### Signal wires on met1, run 1

(3 px per um) Supply wires on this layer in grey. Cells faint in the background.
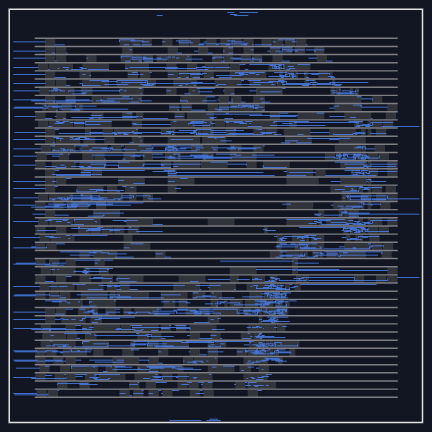
### M2 wires, run 1

(3 px per um)
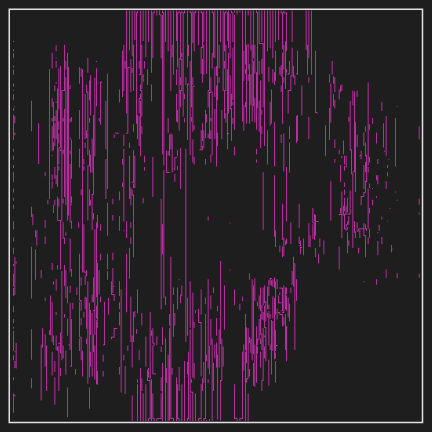
### Met3 routing, run 1

(4 px per um) Cells faint in the background.
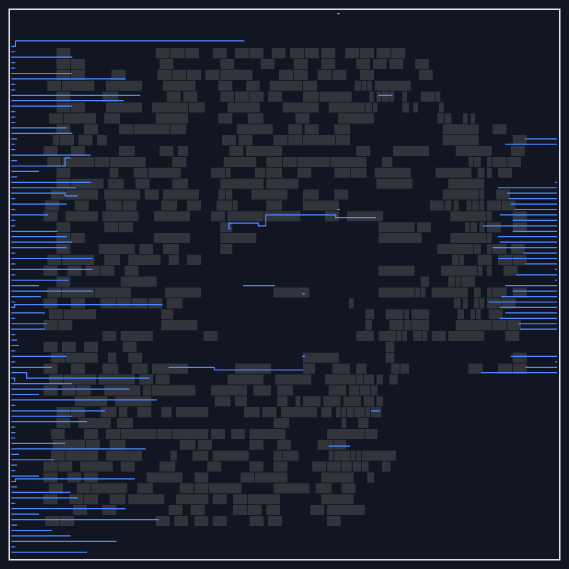
### Routed clock nets over the placement, run 1

(2 px per um)
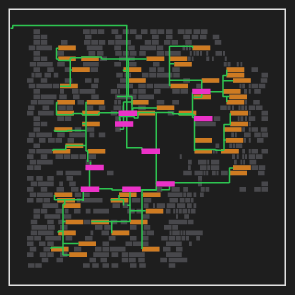
<file path="src/rtl/modinv_pkg.sv">
// Shared types and defaults for the modular-inverse scheduler.
// Optional engine watchdog is enabled by defining MODINV_TIMEOUT_EN.
package modinv_pkg;

    localparam int DEF_W    = 17;
    localparam int DEF_NREQ = 4;

    typedef enum logic [1:0] {
        IDLE  = 2'd0,
        ISSUE = 2'd1,
        WAIT  = 2'd2,
        RESP  = 2'd3
    } state_t;

    function automatic int idx_w(input int n);
        return (n > 1) ? $clog2(n) : 1;
    endfunction

endpackage

</file>
<file path="src/rtl/modinv_sched_rr_arbiter.sv">
// Combinational round-robin pick: first valid requester at or after rr_ptr.
// Produces a one-hot grant plus its binary index.
module rr_arbiter
    import modinv_pkg::*;
#(
    parameter int NREQ = DEF_NREQ,
    parameter int IW   = idx_w(NREQ)
) (
    input  logic [NREQ-1:0] req_valid,
    input  logic [IW-1:0]   rr_ptr,
    output logic [NREQ-1:0] grant,
    output logic [IW-1:0]   idx,
    output logic            any
);

    int j;

    always_comb begin
        grant = '0;
        idx   = '0;
        any   = 1'b0;
        j     = 0;
        for (int k = 0; k < NREQ; k++) begin
            j = (int'(rr_ptr) + k) % NREQ;
            if (!any && req_valid[j[IW-1:0]]) begin
                any              = 1'b1;
                grant[j[IW-1:0]] = 1'b1;
                idx              = j[IW-1:0];
            end
        end
    end

endmodule

</file>
<file path="src/rtl/modinv_sched.sv">
// Round-robin scheduler sharing one modular-inverse engine among requesters.
// Define MODINV_TIMEOUT_EN to add the engine watchdog (TIMEOUT cycles).
module modinv_sched
    import modinv_pkg::*;
#(
    parameter int NREQ    = DEF_NREQ,
    parameter int W       = DEF_W,
    parameter int TIMEOUT = 4096,
    localparam int IW     = idx_w(NREQ)
) (
    input  logic            clk,
    input  logic            reset,
    input  logic [NREQ-1:0] req_valid,
    output logic [NREQ-1:0] req_ready,
    input  logic [NREQ*W-1:0] req_a,
    input  logic [NREQ*W-1:0] req_b,
    output logic            rsp_valid,
    input  logic            rsp_ready,
    output logic [IW-1:0]   rsp_id,
    output logic [W-1:0]    rsp_data,
    output logic            rsp_err,
    output logic            eng_start,
    output logic [W-1:0]    eng_a,
    output logic [W-1:0]    eng_b,
    input  logic            eng_done,
    input  logic [W-1:0]    eng_result
);

    state_t          state, nxt;
    logic [IW-1:0]   rr_ptr;
    logic [NREQ-1:0] grant;
    logic [IW-1:0]   gidx;
    logic            gany;
    logic [W-1:0]    sel_a, sel_b;
    logic            hs, op_err, wd_hit;

    rr_arbiter #(.NREQ(NREQ), .IW(IW)) u_arb (
        .req_valid (req_valid),
        .rr_ptr    (rr_ptr),
        .grant     (grant),
        .idx       (gidx),
        .any       (gany)
    );

    assign sel_a     = req_a[gidx*W +: W];
    assign sel_b     = req_b[gidx*W +: W];
    assign hs        = (state == IDLE) && gany;
    assign op_err    = (sel_a == '0) || (sel_b == '0);
    assign req_ready = (state == IDLE) ? grant : '0;
    assign eng_start = (state == ISSUE);
    assign rsp_valid = (state == RESP);

`ifdef MODINV_TIMEOUT_EN
    localparam int TW = $clog2(TIMEOUT + 1);
    logic [TW-1:0] wd_cnt;

    // Counts completed WAIT cycles; fires on the TIMEOUT-th one.
    assign wd_hit = (state == WAIT) && !eng_done
                 && (wd_cnt == TW'(TIMEOUT - 1));

    always_ff @(posedge clk or negedge reset) begin
        if (!reset)
            wd_cnt <= '0;
        else if (state == ISSUE)
            wd_cnt <= '0;
        else if (state == WAIT)
            wd_cnt <= wd_cnt + 1'b1;
    end
`else
    assign wd_hit = 1'b0;
`endif

    always_comb begin
        nxt = state;
        unique case (state)
            IDLE:    if (hs) nxt = op_err ? RESP : ISSUE;
            ISSUE:   nxt = WAIT;
            WAIT:    if (eng_done || wd_hit) nxt = RESP;
            RESP:    if (rsp_ready) nxt = IDLE;
            default: nxt = IDLE;
        endcase
    end

    always_ff @(posedge clk or negedge reset) begin
        if (!reset) begin
            state    <= IDLE;
            rr_ptr   <= '0;
            rsp_id   <= '0;
            rsp_data <= '0;
            rsp_err  <= 1'b0;
            eng_a    <= '0;
            eng_b    <= '0;
        end else begin
            state <= nxt;
            if (hs) begin
                eng_a  <= sel_a;
                eng_b  <= sel_b;
                rsp_id <= gidx;
                rr_ptr <= (gidx == IW'(NREQ - 1)) ? '0 : gidx + 1'b1;
                if (op_err) begin
                    rsp_err  <= 1'b1;
                    rsp_data <= '0;
                end
            end
            if (state == WAIT) begin
                if (eng_done) begin
                    rsp_data <= eng_result;
                    rsp_err  <= 1'b0;
                end else if (wd_hit) begin
                    rsp_data <= '0;
                    rsp_err  <= 1'b1;
                end
            end
        end
    end

endmodule
</file>
<file path="config.mk">
export PLATFORM = sky130hd
export DESIGN_NAME = modinv_sched
export DESIGN_NICKNAME = d
export VERILOG_FILES = /design/src/rtl/modinv_pkg.sv /design/src/rtl/modinv_sched_rr_arbiter.sv /design/src/rtl/modinv_sched.sv
export SDC_FILE = /design/constraint.sdc
export NUM_CORES = 1
export LEC_CHECK = 0
export CAP_MARGIN = 15
export CORE_MARGIN = 8
export CORE_UTILIZATION = 25
export DETAILED_ROUTE_END_ITERATION = 16
export SYNTH_ARGS = -nofsm -noshare
export SYNTH_HDL_FRONTEND = slang
export SYNTH_HIERARCHICAL = 1
export SYNTH_SLANG_ARGS = --single-unit
</file>
<file path="constraint.sdc">
create_clock -name clk -period 7.5 [get_ports clk]
set_clock_uncertainty 0.05 [all_clocks]
set_input_delay 0.75 -clock clk [delete_from_list [all_inputs] [get_ports clk]]
set_output_delay 0.75 -clock clk [all_outputs]
set_load 0.1 [all_outputs]
</file>
==> flow_results.xml, run 1 <==
<?xml version="1.0" encoding="UTF-8"?>
<metrics>
  <group name="worst_setup_path">
    <metric name="critical_path.max_fanout" unit="">37</metric>
    <metric name="critical_path_sink_type" unit="">flip-flop</metric>
    <metric name="gate_family_responsible_for_the_most_delay_along_the_worst_path" unit="">multiplexers</metric>
    <metric name="critical_path.endpoint" unit="">rsp_data[1]$_DFF_PN0_</metric>
    <metric name="crit_path_top_delay_cell" unit="">sky130_fd_sc_hd__dfrtp_1</metric>
    <metric name="critical_path.n_buffers_inverters" unit="">2</metric>
    <metric name="timing.critical_path.arrival" unit="ps">5100</metric>
  </group>
  <group name="timing">
    <metric name="actual_slew_at_the_worst_max_slew_pin" unit="ps">1030</metric>
    <metric name="finalHoldViolCount" unit="">0</metric>
    <metric name="setup_violations" unit="">0</metric>
    <metric name="final_period_minus_worst_setup_slack" unit="ps">4970</metric>
  </group>
  <group name="layout">
    <metric name="clockNetworkAreaShare" unit="%">5.50</metric>
    <metric name="sequential_cell_area" unit="um^2">1450</metric>
    <metric name="final_area" unit="um^2">6370</metric>
    <metric name="num-nonclk-inverters" unit="">11</metric>
    <metric name="instances_no_fill" unit="">690</metric>
    <metric name="drive_gt1_share" unit="%">20.8</metric>
    <metric name="share_of_cell_area_taken_by_flip_flops_and_latches" unit="%">22.8</metric>
    <metric name="n_sequential_cell" unit="">58</metric>
  </group>
  <group name="drt">
    <metric name="remaining_drc_errors" unit="">0</metric>
    <metric name="topRoutingLayerUsed" unit="">met4</metric>
  </group>
  <group name="clocking">
    <metric name="hold_buffers_post_cts" unit="">0</metric>
    <metric name="clkSlewWorstSetupHoldPaths" unit="ps">50</metric>
    <metric name="postCtsSetupBuffers" unit="">0</metric>
    <metric name="clock_path_buffers" unit="">2</metric>
    <metric name="post_cts_resized" unit="">0</metric>
    <metric name="tritoncts_num_sinks" unit="">58</metric>
    <metric name="numCtsBuffers" unit="">9</metric>
  </group>
  <group name="synth">
    <metric name="yosysUniqueCellTypes" unit="">39</metric>
    <metric name="synthArstFlopShare" unit="%">100</metric>
    <metric name="synthCells" unit="">286</metric>
    <metric name="yosys.area_share.xor_xnor" unit="%">0</metric>
  </group>
  <group name="job">
    <metric name="tool_warnings" unit="">34</metric>
    <metric name="max_capacitance_violation_total" unit="">0</metric>
  </group>
  <group name="die">
    <metric name="floorplan.core_area" unit="um^2">14500</metric>
  </group>
  <group name="global_route">
    <metric name="global_route.usage.met1" unit="%">14.6</metric>
    <metric name="grt_pass1_wl" unit="mm">20.0</metric>
    <metric name="grt.overflow.total" unit="">0</metric>
  </group>
  <group name="outcome">
    <metric name="outcome" unit="">completed</metric>
  </group>
  <group name="placed_design">
    <metric name="place_congestion" unit="">0.763</metric>
  </group>
</metrics>
-- 'Signal wires on met1' (at the start) --
- longest straight run: 35.4 um
- wire length on this layer: 4880 um

-- 'M2 wires' (at the start) --
- nets with wire on the layer: 599
- share of all routed wire: 51%
- wire length on this layer: 6790 um
- longest straight run: 67.7 um
- main direction: vertical

-- 'Met3 routing' (at the start) --
- wire length on this layer: 1510 um
- nets with wire on the layer: 133

-- 'Routed clock nets over the placement' (at the start) --
- green: clock wires (length 945 um)
- magenta: cells driving clock nets (count 9)
- orange: flip-flops (count 58)
- routed clock nets: 10
clk latency late pin: 320 ps

### Track usage over the die, run 1

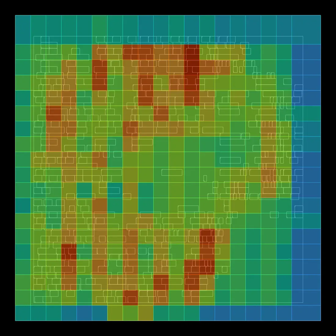

==> run 2: changes to the inputs <==
==> constraint.sdc (replaced) <==
create_clock -name clk -period 4.2 [get_ports clk]
set_clock_uncertainty 0.05 [all_clocks]
set_input_delay 0.42 -clock clk [delete_from_list [all_inputs] [get_ports clk]]
set_output_delay 0.42 -clock clk [all_outputs]
set_load 0.1 [all_outputs]
### Track usage over the die, run 2

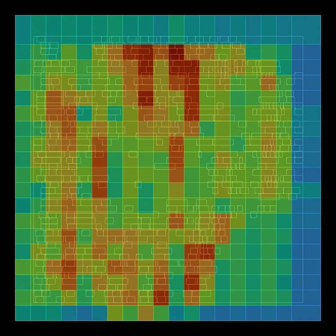
per-cell routed wire length: 19.2 um
busiest grt layer: met2

==> run 2 against run 1 <==
First-iteration DRC count rose by 15%. Setup slack got worse by 2300 ps. Flip-flop count did not move. Highest routed layer unchanged. Largest cell class unchanged. Core utilization rose by 0.69 points. Count of clock-buffer cells in the layout rose by 2. Register-to-register slack got worse by 2200 ps. Design area rose by 1.6%. Synthesized cell count did not move. Global-route usage rose by 0.44 points.
==> flow_results.xml, run 2 <==
<?xml version="1.0" encoding="UTF-8"?>
<metrics>
  <group name="synth">
    <metric name="yosys.area_share.xor_xnor" unit="%">0</metric>
    <metric name="synth.yosys.num_cells" unit="">286</metric>
    <metric name="number_of_enable_type_register_cells_in_the_synthesized_netlist" unit="">0</metric>
    <metric name="synthCells" unit="">286</metric>
    <metric name="synthArstFlopShare" unit="%">100</metric>
  </group>
  <group name="clocking">
    <metric name="tritoncts_num_sinks" unit="">58</metric>
    <metric name="clock_path_buffers" unit="">2</metric>
    <metric name="hold_buffers_post_cts" unit="">0</metric>
    <metric name="postCtsSetupBuffers" unit="">0</metric>
    <metric name="numCtsBuffers" unit="">9</metric>
  </group>
  <group name="timing">
    <metric name="setup_violations" unit="">0</metric>
    <metric name="achievable-frequency" unit="GHz">0.254</metric>
    <metric name="final_period_minus_worst_setup_slack" unit="ps">3940</metric>
    <metric name="actual_slew_at_the_worst_max_slew_pin" unit="ps">1040</metric>
  </group>
  <group name="worst_setup_path">
    <metric name="crit_path_top_delay_cell" unit="">sky130_fd_sc_hd__mux4_1</metric>
    <metric name="timing.critical_path.arrival" unit="ps">4080</metric>
    <metric name="critical_path.n_buffers_inverters" unit="">4</metric>
    <metric name="critical_path_sink_type" unit="">flip-flop</metric>
    <metric name="critical_path.max_fanout" unit="">18</metric>
  </group>
  <group name="layout">
    <metric name="share_of_cell_area_taken_by_flip_flops_and_latches" unit="%">22.4</metric>
    <metric name="num-nonclk-inverters" unit="">11</metric>
    <metric name="sequential_cell_area" unit="um^2">1450</metric>
    <metric name="clockNetworkAreaShare" unit="%">4.72</metric>
    <metric name="final_area" unit="um^2">6470</metric>
    <metric name="drive_gt1_share" unit="%">23.7</metric>
    <metric name="instances_no_fill" unit="">704</metric>
  </group>
  <group name="placed_design">
    <metric name="place_congestion" unit="">0.766</metric>
  </group>
  <group name="die">
    <metric name="floorplan.core_area" unit="um^2">14500</metric>
  </group>
  <group name="drt">
    <metric name="topRoutingLayerUsed" unit="">met4</metric>
  </group>
  <group name="job">
    <metric name="tool_warnings" unit="">34</metric>
  </group>
  <group name="global_route">
    <metric name="grt_pass1_wl" unit="mm">20.6</metric>
    <metric name="grt.overflow.total" unit="">0</metric>
  </group>
  <group name="outcome">
    <metric name="outcome" unit="">completed</metric>
  </group>
</metrics>
### Signal wires on met1, run 2

(3 px per um) Supply wires on this layer in grey. Cells faint in the background.
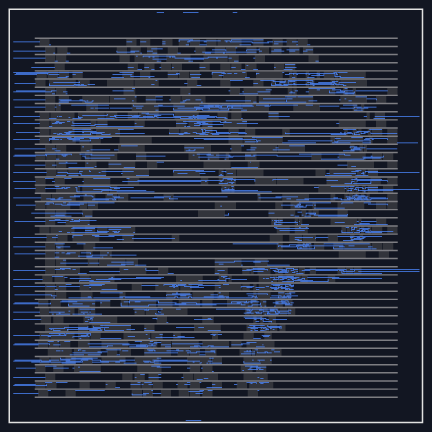
- share of all routed wire: 35%
- longest straight run: 28.5 um
- wire length on this layer: 4750 um
- main direction: horizontal

